===== src/rtl/firmware_boot_sequencer.sv =====
// Firmware boot sequencer: holds the CPU in reset while the firmware ROM and
// the six vector bytes are summed and the reset vector is captured, then
// either hands the ROM port to the CPU (RUN) or parks with the CPU held (FAULT).
module firmware_boot_sequencer #(
  parameter int FIRMWARE_SIZE = 16,
  parameter int ADDR_W        = $clog2(FIRMWARE_SIZE),
  parameter bit CHECK_EN      = 1'b1
) (
  input  logic              clk_i,
  input  logic              rst_i,
  input  logic              rescan_i,
  input  logic [7:0]        expected_sum_i,
  input  logic [ADDR_W-1:0] cpu_address_i,
  input  logic              cpu_select_firmware_i,
  input  logic              cpu_select_vectors_i,
  output logic [7:0]        cpu_data_o,
  output logic [ADDR_W-1:0] rom_address_o,
  output logic              rom_select_firmware_o,
  output logic              rom_select_vectors_o,
  input  logic [7:0]        rom_data_i,
  output logic              cpu_rst_o,
  output logic [7:0]        checksum_o,
  output logic [15:0]       rst_vector_o,
  output logic              done_o,
  output logic              fault_o
);

  typedef enum logic [2:0] {
    ST_SCAN  = 3'd0,
    ST_VEC   = 3'd1,
    ST_CHECK = 3'd2,
    ST_RUN   = 3'd3,
    ST_FAULT = 3'd4
  } state_t;

  localparam logic [ADDR_W-1:0] LAST_ADDR = ADDR_W'(FIRMWARE_SIZE - 1);

  state_t            state_r;
  state_t            state_s;
  logic [ADDR_W-1:0] addr_r;
  logic [2:0]        vidx_r;
  logic [7:0]        sum_r;
  logic [15:0]       rst_vector_r;
  logic              cpu_rst_r;
  logic              done_r;
  logic              fault_r;
  logic [ADDR_W-1:0] vec_addr_s;

  // Vector bytes sit at the top of the address space: upper bits all ones,
  // low three bits walk 2..7 so the ROM sees ...A through ...F.
  assign vec_addr_s = ({ADDR_W{1'b1}} << 3) | ADDR_W'(vidx_r + 3'd2);

  // Next-state decode for the boot sequence.
  always_comb begin
    state_s = state_r;
    case (state_r)
      ST_SCAN: begin
        if (addr_r == LAST_ADDR) state_s = ST_VEC;
        else                     state_s = ST_SCAN;
      end
      ST_VEC: begin
        if (vidx_r == 3'd5) state_s = ST_CHECK;
        else                state_s = ST_VEC;
      end
      ST_CHECK: begin
        if ((CHECK_EN == 1'b0) || (sum_r == expected_sum_i)) state_s = ST_RUN;
        else                                                 state_s = ST_FAULT;
      end
      ST_RUN: begin
        if (rescan_i) state_s = ST_SCAN;
        else          state_s = ST_RUN;
      end
      ST_FAULT: begin
        if (rescan_i) state_s = ST_SCAN;
        else          state_s = ST_FAULT;
      end
      default: state_s = ST_SCAN;
    endcase
  end

  // State register, scan datapath and registered status decodes.
  always_ff @(posedge clk_i or posedge rst_i) begin
    if (rst_i) begin
      state_r      <= ST_SCAN;
      addr_r       <= '0;
      vidx_r       <= 3'd0;
      sum_r        <= 8'h00;
      rst_vector_r <= 16'h0000;
      cpu_rst_r    <= 1'b1;
      done_r       <= 1'b0;
      fault_r      <= 1'b0;
    end else begin
      state_r   <= state_s;
      cpu_rst_r <= (state_s != ST_RUN);
      done_r    <= (state_s == ST_RUN);
      fault_r   <= (state_s == ST_FAULT);
      case (state_r)
        ST_SCAN: begin
          sum_r  <= sum_r + rom_data_i;
          addr_r <= addr_r + ADDR_W'(1);
          vidx_r <= 3'd0;
        end
        ST_VEC: begin
          sum_r  <= sum_r + rom_data_i;
          vidx_r <= vidx_r + 3'd1;
          if (vidx_r == 3'd2) rst_vector_r[7:0]  <= rom_data_i;
          if (vidx_r == 3'd3) rst_vector_r[15:8] <= rom_data_i;
        end
        ST_RUN, ST_FAULT: begin
          if (rescan_i) begin
            sum_r  <= 8'h00;
            addr_r <= '0;
            vidx_r <= 3'd0;
          end
        end
        default: ;
      endcase
    end
  end

  // ROM port ownership and CPU read-data gating.
  always_comb begin
    rom_address_o         = addr_r;
    rom_select_firmware_o = 1'b0;
    rom_select_vectors_o  = 1'b0;
    cpu_data_o            = 8'h00;
    case (state_r)
      ST_SCAN: begin
        rom_select_firmware_o = 1'b1;
      end
      ST_VEC: begin
        rom_select_vectors_o = 1'b1;
        rom_address_o        = vec_addr_s;
      end
      ST_RUN: begin
        rom_address_o         = cpu_address_i;
        rom_select_firmware_o = cpu_select_firmware_i;
        rom_select_vectors_o  = cpu_select_vectors_i;
        if (cpu_select_firmware_i || cpu_select_vectors_i) cpu_data_o = rom_data_i;
        else                                               cpu_data_o = 8'h00;
      end
      default: ;
    endcase
  end

  assign cpu_rst_o    = cpu_rst_r;
  assign done_o       = done_r;
  assign fault_o      = fault_r;
  assign checksum_o   = sum_r;
  assign rst_vector_o = rst_vector_r;

endmodule


===== config.mk =====
export PLATFORM = sky130hd
export DESIGN_NAME = firmware_boot_sequencer
export DESIGN_NICKNAME = d
export VERILOG_FILES = /design/src/rtl/firmware_boot_sequencer.sv
export SDC_FILE = /design/constraint.sdc
export NUM_CORES = 1
export LEC_CHECK = 0
export ABC_CLOCK_PERIOD_IN_PS = 1900
export CORE_MARGIN = 3
export CORE_UTILIZATION = 41
export DETAILED_ROUTE_END_ITERATION = 12
export GPL_TIMING_DRIVEN = 0
export PLACE_DENSITY = 0.86
export SLEW_MARGIN = 20
export SYNTH_ARGS = -nofsm -noshare
export SYNTH_HDL_FRONTEND = slang
export SYNTH_SLANG_ARGS = --single-unit
export TNS_END_PERCENT = 100

===== constraint.sdc =====
create_clock -name clk_i -period 1.9 [get_ports clk_i]
set_input_delay 0.38 -clock clk_i [delete_from_list [all_inputs] [get_ports clk_i]]
set_output_delay 0.38 -clock clk_i [all_outputs]
set_load 0.005 [all_outputs]

==> images/met1.png <==
Scale bar: 20 um. Supply wires on this layer in grey.
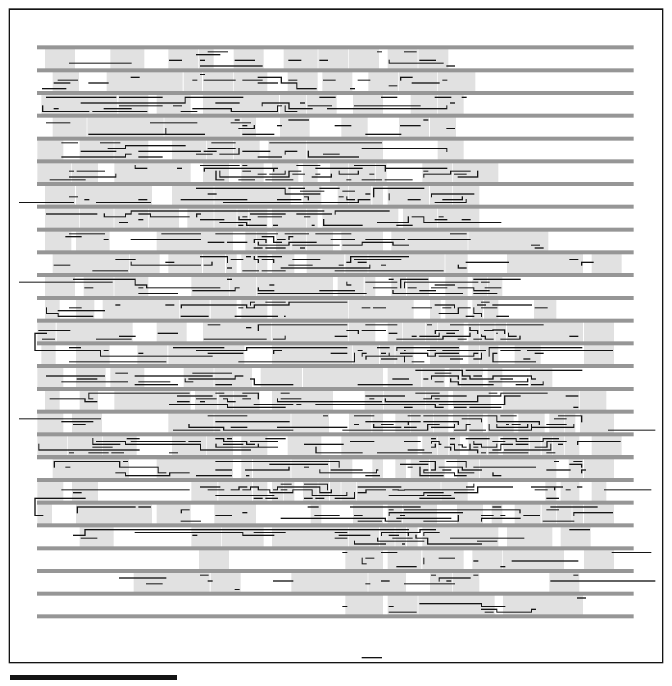
main direction	horizontal
share of all routed wire	38%
nets with wire on the layer	289
longest straight run	38.6 um

==> images/registers.png <==
Scale bar: 20 um. Other sequential cells in the stronger grey, the rest of the logic in the fainter grey.
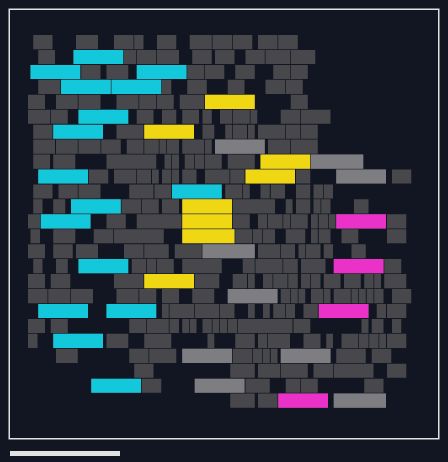
colour	netlist name	flops
magenta	addr_r	4
yellow	checksum_o	8
cyan	rst_vector_o	16
not coloured	9

==> run summary <==
The full implementation flow was run.

Entering global routing, the biggest net connects 34 pins. On the critical path the data arrives at 2.14 ns. The x dimension of the die stands at 77.9 um. The slew check shows that the tightest pin keeps a relative margin of 0.552. Of the cells placed in the final design, the portion with a size suffix greater than 1 is 0.286.

Setup repair after global routing could not meet its margin everywhere. The required time at the endpoint of the critical path stands at 2.12 ns. The insertion delay to the later sink of the worst-skew pair stands at 0.29 ns. Synthesis inferred 37 register bits. The number of nets handed over by synthesis was ~240.

The weighted congestion at the end of routability-driven global placement stands at 0.905. After layout, the minimum clock period comes to 1.92 ns. The post-synthesis instance total stands at 206. The total of endpoints with negative setup slack in the final report stands at 2.

The critical path in the final layout is reported with a setup slack of -0.0192 ns. The remaining global-route overflow stands at 0. By instance count after routing, the leading logic cell type is sky130_fd_sc_hd__clkdlybuf4s50_1. Per the log, the first TritonRoute iteration ended with a DRC count of 142. STA classifies the critical path startpoint as a flip-flop. The number of synthesis warnings stands at 0.

At the pin with the least slew margin, the transition time is 0.669 ns. Summing all multi-input logic gate instances after layout gives 0.00125 sq mm. The number of buffers between clock root and the deepest sink stands at 2. The top cell types in the final layout, fill and taps aside, are sky130_fd_sc_hd__clkdlybuf4s50_1 (42), sky130_fd_sc_hd__dfrtp_1 (33), sky130_fd_sc_hd__nand2_1 (21). The DRC violation count after routing stands at 0.

The final period utilization stands at 1.01. According to the hold report, the worst path is of the input pin to async pin type. The post-synth count of flops with an enable pin is 0. The kind of cell with the highest combined delay along the critical path is simple AND/OR/NAND/NOR gates.

For this design, the slowest cell found on the critical path is sky130_fd_sc_hd__dfrtp_1. The sequential standard cell area stands at just over 900 sq um. By instance count, the leading cell after synthesis is sky130_fd_sc_hd__dfrtp_1. The internal power stands at 3140 uW. The total number of vias stands at 1969. The switching fraction of total power stands at 0.371. The final reports fail on setup timing. The reported net switching power stands at ~1900 uW. In the Yosys stats the netlist draws on 40 distinct library cells. Setup slack on the worst path after placement came out at -0.672 ns.

The flow ran to the end, but the final reports show violations. Summed over all cells, the static leakage comes to 0.00144 uW. The starting utilization of the core area stands at 0.437.

Sorting the synthesized cells by area gives the leading types as sky130_fd_sc_hd__dfrtp_1 (42%), sky130_fd_sc_hd__mux2_2 (9.0%), sky130_fd_sc_hd__ha_1 (7.1%). For reference, the clock transition at the flip-flops on the worst setup and hold paths is around 0.080 ns. The first-pass iteration count of the detailed router stands at 4. After synthesis, the design contains between 200 and 250 cells according to Yosys.

In this run the critical register-to-register path is launched from checksum_o[0].
==> images/port_nets.png <==
Scale bar: 20 um.
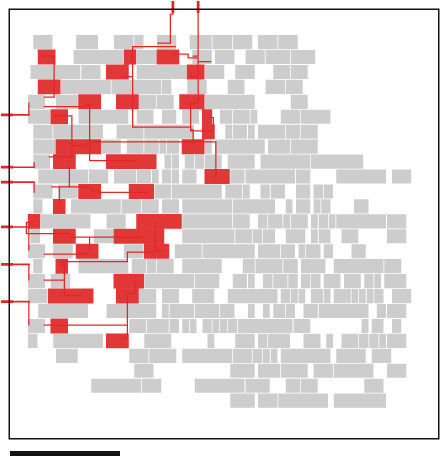
colour	port	bits	direction	end cells	wire
red	rom_data_i	8	input	34	340 um
Port Buf Inserts: 65
count of boundary I/O pins: 66

-- repair_timing --
item,CTS,global route
setup endpoints to repair,18,17
gates cloned,0,0
resized,88,17
pin swaps,12,7
setup buffers,17,3
hold buffers,0,0
-- flip-flops by register name (all words and copies together) (netlist names) --
signal        cells
checksum_o        8
done_o            1
fault_o           1
state_r           3
rst_vector_o     16
vidx_r            3
addr_r            4
cpu_rst_o         1
-- stage by stage --
stage / cell area [sq um] / power, uW / util / cells / setup TNS, ns
after floorplan: 2120 / 2840 / - / 206 / 0
after global placement: 2860 / 3870 / 0.590 / 338 / -14.07
after CTS: 3210 / 4860 / 0.663 / 363 / -0.481
after global routing: 3250 / 5320 / 0.670 / 364 / -0.333
after detailed placement: 2880 / 3970 / 0.594 / 339 / -10.29
final: 3250 / 4990 / 0.670 / 364 / -0.0313
-- cell families (layout without fill, tap and decap cells) --
group	after synthesis	after routing	share of synthesized area
AND-OR/OR-AND	46	46	0.135
buffers and inverters	15	106	0.0266
multiplexers	19	19	0.0997
flip-flops	37	37	0.437
XOR/XNOR	14	14	0.0578
AND/OR/NAND/NOR	62	62	0.163
adder cells (fa/ha/maj)	13	13	0.0802
-- metal layers --
| metal | global-route usage | part of all wire | up-vias | wire length (um) |
|---|---|---|---|---|
| met4 | 0.0752 | 0.016 | 0 | 99 |
| met5 | 0 | 0 | - | 0 |
| met3 | 0.0638 | 0.079 | 8 | 478 |
| met1 | 0.235 | 0.38 | 961 | 2330 |
| li1 | - | - | 910 | - |
| met2 | 0.376 | 0.52 | 90 | 3150 |
-- worst max path at each step --
stage | end | slack (ns) | depth (start not counted)
finish | cpu_rst_o | -0.02 | 6
global route | cpu_rst_o | -0.11 | 5
CTS | cpu_data_o[0] | -0.16 | 6
detailed placement | cpu_data_o[4] | -0.67 | 6
global placement | cpu_data_o[0] | -0.62 | 6
floorplan | checksum_o[6] | 0.01 | 7
-- cell type report --
type | instances | area share
clock inverter | 1 | 0.00154
timing repair buffer | 85 | 0.248
clock buffer | 7 | 0.0296
sequential | 37 | 0.286
tap | 67 | 0.0258
multi-input combinational | 154 | 0.383
buffer | 5 | 0.0158
inverter | 8 | 0.00924
-- power by group through the flow --
stage / combinational [uW] / clock [uW] / sequential, uW
after global placement: 2380 / 0 / 1480
after floorplan: 1380 / 0 / 1460
final: 2860 / 618 / 1520
after CTS: 2730 / 626 / 1500
after global routing: 3100 / 662 / 1570
after detailed placement: 2460 / 0 / 1500
No activity file was given, so power comes from the tool's default toggle rates.
